## src/rtl/imem_boot_loader_if.sv

```systemverilog
// Word stream channel feeding the instruction-memory boot loader.
// The source drives valid/data and the loader answers with ready.
interface imem_boot_loader_if;
  logic        in_valid;
  logic [31:0] in_data;
  logic        in_ready;

  modport master (output in_valid, output in_data, input in_ready);
  modport slave  (input in_valid, input in_data, output in_ready);
endinterface

```

## src/rtl/imem_boot_loader.sv

```systemverilog
// Boot loader for the single-cycle core's instruction RAM.
// Accepts a header word, N payload words and an additive checksum over a
// valid/ready stream, writes the payload to sequential RAM words, and keeps
// the core held in reset until a load has finished with a matching checksum.
module imem_boot_loader #(
  parameter int          ADDR_W = 5,
  parameter int          DEPTH  = 32,
  parameter logic [15:0] MAGIC  = 16'hB007
) (
  input  logic                clk,
  input  logic                rst,
  input  logic                start,
  imem_boot_loader_if.slave   inBus,
  output logic                mem_we,
  output logic [ADDR_W-1:0]   mem_addr,
  output logic [31:0]         mem_wdata,
  output logic                core_rst,
  output logic                done,
  output logic                err,
  output logic [ADDR_W:0]     words_loaded
);

  localparam logic [2:0] IDLE = 3'd0;
  localparam logic [2:0] HDR  = 3'd1;
  localparam logic [2:0] LOAD = 3'd2;
  localparam logic [2:0] CHK  = 3'd3;
  localparam logic [2:0] DONE = 3'd4;
  localparam logic [2:0] ERR  = 3'd5;

  localparam logic [15:0]     DEPTH_W = 16'(DEPTH);
  localparam logic [ADDR_W:0] CNT_ONE = (ADDR_W + 1)'(1);

  logic [2:0]      state;
  logic [ADDR_W:0] loadTarget;
  logic [31:0]     checkSum;
  logic [15:0]     hdrCount;
  logic            hdrOk;
  logic            accept;

  // Ready depends on state only, so the source never sees a combinational path from valid.
  assign inBus.in_ready = (state == HDR) || (state == LOAD) || (state == CHK);
  assign accept         = inBus.in_valid && inBus.in_ready;
  assign hdrCount       = inBus.in_data[15:0];
  assign hdrOk          = (inBus.in_data[31:16] == MAGIC) && (hdrCount != 16'd0) &&
                          (hdrCount <= DEPTH_W);

  // Session sequencer: words_loaded doubles as the write index, and the RAM
  // strobe is a registered one-cycle pulse following each accepted payload word.
  always_ff @(posedge clk) begin
    if (rst) begin
      state        <= IDLE;
      mem_we       <= 1'b0;
      mem_addr     <= '0;
      mem_wdata    <= '0;
      core_rst     <= 1'b1;
      done         <= 1'b0;
      err          <= 1'b0;
      words_loaded <= '0;
      checkSum     <= '0;
      loadTarget   <= '0;
    end else begin
      mem_we <= 1'b0;
      case (state)
        IDLE: begin
          if (start) state <= HDR;
        end
        HDR: begin
          if (accept) begin
            if (hdrOk) begin
              state        <= LOAD;
              words_loaded <= '0;
              checkSum     <= '0;
              loadTarget   <= hdrCount[ADDR_W:0];
            end else begin
              state <= ERR;
              err   <= 1'b1;
            end
          end
        end
        LOAD: begin
          if (accept) begin
            mem_we       <= 1'b1;
            mem_addr     <= words_loaded[ADDR_W-1:0];
            mem_wdata    <= inBus.in_data;
            checkSum     <= checkSum + inBus.in_data;
            words_loaded <= words_loaded + CNT_ONE;
            if (words_loaded == loadTarget - CNT_ONE) state <= CHK;
          end
        end
        CHK: begin
          if (accept) begin
            if (inBus.in_data == checkSum) begin
              state    <= DONE;
              done     <= 1'b1;
              core_rst <= 1'b0;
            end else begin
              state <= ERR;
              err   <= 1'b1;
            end
          end
        end
        DONE: begin
          if (start) begin
            state    <= HDR;
            done     <= 1'b0;
            core_rst <= 1'b1;
          end
        end
        ERR: begin
          if (start) begin
            state <= HDR;
            err   <= 1'b0;
          end
        end
        default: state <= IDLE;
      endcase
    end
  end

endmodule

```

## src/flat_wrapper.sv

```systemverilog
// flat-port wrapper written by rule: the top's interface ports become plain ports
module imem_boot_loader_flat 
#(
  parameter int          ADDR_W = 5,
  parameter int          DEPTH  = 32,
  parameter logic [15:0] MAGIC  = 16'hB007
)
  (clk, rst, start, mem_we, mem_addr, mem_wdata, core_rst, done, err, words_loaded, inBus_in_valid, inBus_in_data, inBus_in_ready);
  imem_boot_loader_if inBus_i ();
  input  logic clk;
  input  logic rst;
  input  logic start;
  output logic mem_we;
  output logic [ADDR_W-1:0] mem_addr;
  output logic [31:0] mem_wdata;
  output logic core_rst;
  output logic done;
  output logic err;
  output logic [ADDR_W:0] words_loaded;
  input wire logic [$bits(inBus_i.in_valid)-1:0] inBus_in_valid;
  input wire logic [$bits(inBus_i.in_data)-1:0] inBus_in_data;
  output wire logic [$bits(inBus_i.in_ready)-1:0] inBus_in_ready;
  assign inBus_i.in_valid = inBus_in_valid;
  assign inBus_i.in_data = inBus_in_data;
  assign inBus_in_ready = inBus_i.in_ready;
  imem_boot_loader #(.ADDR_W(ADDR_W), .DEPTH(DEPTH), .MAGIC(MAGIC)) u_core (.clk(clk), .rst(rst), .start(start), .inBus(inBus_i), .mem_we(mem_we), .mem_addr(mem_addr), .mem_wdata(mem_wdata), .core_rst(core_rst), .done(done), .err(err), .words_loaded(words_loaded));
endmodule
```

## config.mk

```make
export PLATFORM = sky130hd
export DESIGN_NAME = imem_boot_loader_flat
export DESIGN_NICKNAME = d
export VERILOG_FILES = /design/src/rtl/imem_boot_loader_if.sv /design/src/rtl/imem_boot_loader.sv /design/src/flat_wrapper.sv
export SDC_FILE = /design/constraint.sdc
export NUM_CORES = 1
export LEC_CHECK = 0
export CAP_MARGIN = 20
export CORE_ASPECT_RATIO = 0.7
export CORE_UTILIZATION = 45
export DETAILED_ROUTE_END_ITERATION = 8
export GPL_TIMING_DRIVEN = 0
export PLACE_DENSITY = 0.73
export SYNTH_ARGS = -nofsm -noshare
export SYNTH_HDL_FRONTEND = slang
export SYNTH_SLANG_ARGS = --single-unit
```

## constraint.sdc

```tcl
create_clock -name clk -period 8.35 [get_ports clk]
set_clock_uncertainty 0.1 [all_clocks]
set_input_delay 2.505 -clock clk [delete_from_list [all_inputs] [get_ports clk]]
set_output_delay 2.505 -clock clk [all_outputs]
set_load 0.02 [all_outputs]
```

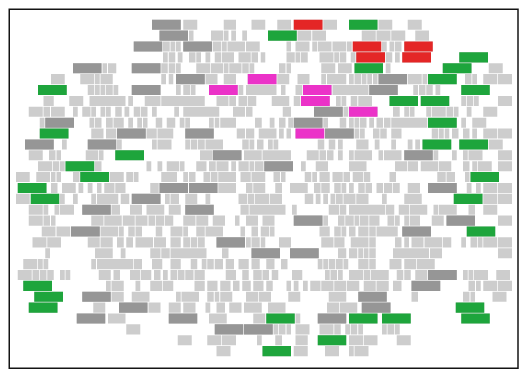
Figure 1: register map, names as in the netlist.
(4 px per um) Other sequential cells in the stronger grey, the rest of the logic in the fainter grey.
- green: `u_core.mem_wdata` (flops 32; where all over the die)
- magenta: `u_core.words_loaded` (flops 6; where top centre)
- red: `u_core.mem_addr` (flops 5)
FF/Latch Area: 1760 um^2
power in sequential cells: 0.000421 W
Seq/total area: 0.284
Core Util, Final: 0.592

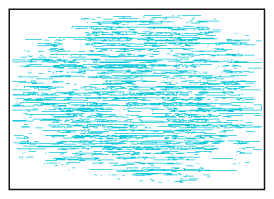
Figure 2: the metal 1 layer.
(2 px per um)
- main direction: horizontal
- longest straight run: 44.6 um
- nets with wire on the layer: 715
- share of all routed wire: 49%
- wire length on this layer: 6,890 um

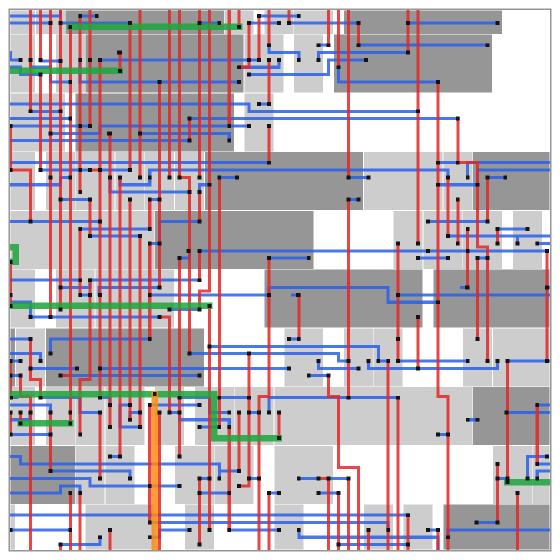
Figure 3: zoomed window.
Window x 83 to 108, y 55 to 80 um. Cells in grey, sequential cells in the stronger grey; small squares are vias.
- red: met2
- blue: met1
- orange: met4
- green: met3
- cells with their middle in the window: 56
- sequential cells in the window: 9
- netlist names of flops here include: `u_core.mem_wdata` (4), `u_core.checkSum` (2), `u_core.mem_addr` (2)
- most frequent: nand2_1 (16), a21oi_1 (12), dfxtp_1 (9)

==> metrics.cfg <==
[floorplan]
die_x_um = 127

[yosys]
flop_cell = dfxtp_1
ys_cells = 613
yosys_area_um2 = 4910
edf_count = 0
syn_nets = 683
numSynthFlops = 88

[clock_network]
clockRootBuffer = clkbuf_16
cts_setup_buffers = 0
htreeDepth = 3
clk_pin_slew_ns = 0.06
worstSkewPairLatency_ns = 0.35

[critical_path]
cp.buffers_inverters = 2
slowest_stage = clkdlybuf4s50_1
slowest_delay_ns = 0.59
cp_cell_sequence = clkdlybuf4s50_1 > ha_1 > inv_1 > fa_1 > nor2b_1 > o31ai_1 > a21oi_1 > o221ai_2 > nand3_1 > nand3_1 > o21ai_1 > a311oi_1 > xnor2_1 > a22o_1

[timing]
maxSlewHeadroom = 0.352
max_freq_mhz = 179
period_minus_slack_ns = 5.60
rsz0062_at_grt = no

[finish]
logic_area_um2 = 2970
buf_share = 0.154
final_nets = 776
buffers = 116

[outcome]
outcome = finished, final reports clean

[drt]
routed_wl_um = 14100
drc = 0
dr_total_vias = 4852

[global_route]
use_met3 = 0.0646
top_usage_layer = met2
grt_pass1_wl_um = 22500

[placement]
placed_area_um2 = 5890
place_congestion = 0.883

[hold_path]
min_from = u_core.mem_wdata[6]

[job]
maxCapViolCount = 0

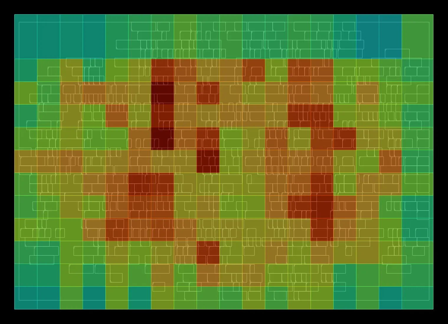
Figure 4: congestion heat map.
GR Util met1: 0.362
met2 Use GR: 0.396

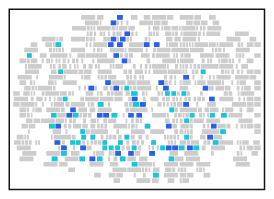
Figure 5: gate-type map.
(2 px per um)
- blue: XOR/XNOR gates (cells 42)
- cyan: AND-OR and OR-AND gates (cells 49)
most used logic cell in the final layout: nand2_1
Final Instance Count excl. Fillers: 843
logic share of the area: 0.479

## power by group
part           switching [W]  internal, W  total (W)  leakage (nW)
Clock               0.000176     0.000241   0.000417         0.145
Combinational      0.0000438    0.0000315  0.0000753          1.59
Sequential       0.000000890     0.000420   0.000421         0.709
Total               0.000221     0.000693   0.000914          2.44
## through the flow
stage	power [W]	setup slack (ns)
6_report	0.000914	2.75
2_1_floorplan	0.000468	3.51
3_3_place_gp	0.000503	2.57
3_5_place_dp	0.000505	2.49
4_1_cts	0.000918	2.85
5_1_grt	0.000942	2.61
## cell usage in the layout, fill, tap and decap left out, types with 2 or more instances in the layout
| master | count |
|---|---|
| clkinvlp_4 | 2 |
| clkdlybuf4s50_1 | 82 |
| a21o_1 | 20 |
| ha_1 | 33 |
| and3_1 | 3 |
| a22o_1 | 19 |
| or3_1 | 2 |
| nor4_1 | 10 |
| a2111oi_0 | 2 |
| clkbuf_1 | 29 |
| o21ai_1 | 3 |
| o22ai_1 | 2 |
| nor3_1 | 11 |
| dfxtp_1 | 88 |
| nand4_1 | 8 |
| a311oi_1 | 2 |
| nor2b_1 | 5 |
| or3_4 | 2 |
| a31oi_1 | 8 |
| nand2b_1 | 3 |
| xnor2_1 | 22 |
| nand3_1 | 17 |
| o31ai_1 | 2 |
| o21a_1 | 7 |
| nor3b_1 | 2 |
| nor2_1 | 30 |
| nor4b_1 | 2 |
| inv_1 | 10 |
| clkbuf_16 | 9 |
| a22oi_1 | 2 |
| buf_1 | 3 |
| a21oi_1 | 86 |
| nor3_2 | 2 |
| o21ai_0 | 15 |
| xor2_1 | 20 |
| nand2_1 | 123 |
## worst paths after layout
check             slack, ns                    to  cells past startpoint
setup / recovery       2.75   u_core.checkSum[30]                     14
hold / removal         0.35   u_core.mem_wdata[6]                      2
setup reg to reg       5.05  u_core.mem_wdata[21]                      7
hold reg to reg        0.35   u_core.mem_wdata[6]                      2
## worst register-to-register path, cell delays in order, from the launching register on
cell and delay [ns]:
dfxtp_1 0.33, buf_6 0.14, nor3b_1 0.79, and2_0 0.33, clkbuf_1 0.56, buf_1 0.57
nand2_1 0.24, a21oi_1 0.17
## cells in the mapped netlist, drive strengths merged (2+ instances only)
cell type	number
a2111oi	2
a21o	20
a21oi	86
a22o	19
a22oi	2
a311oi	2
a31oi	8
and2	2
and3	3
buf	5
clkbuf	29
dfxtp	88
ha	33
inv	10
nand2	124
nand2b	3
nand3	17
nand4	9
nor2	30
nor2b	5
nor3	13
nor3b	2
nor4	10
nor4b	3
o21a	7
o21ai	18
o22ai	2
o31ai	2
or3	4
xnor2	22
xor2	20
## state kept, by name, summed over array words and instances, names as in the netlist
signal / cells
u_core.mem_we: 1
u_core.checkSum: 32
u_core.mem_addr: 5
u_core.core_rst: 1
u_core.mem_wdata: 32
u_core.err: 1
u_core.state: 3
u_core.done: 1
u_core.loadTarget: 6
u_core.words_loaded: 6
## cells by family after synthesis
group	share of synthesized area
simple gates	0.219
fa+ha+maj	0.0882
flops	0.359
xor+xnor	0.0750
buf+inv	0.0354
mux	0.00204
compound gates	0.221
Power figures rest on the tool's default switching activity, not on a simulated workload.
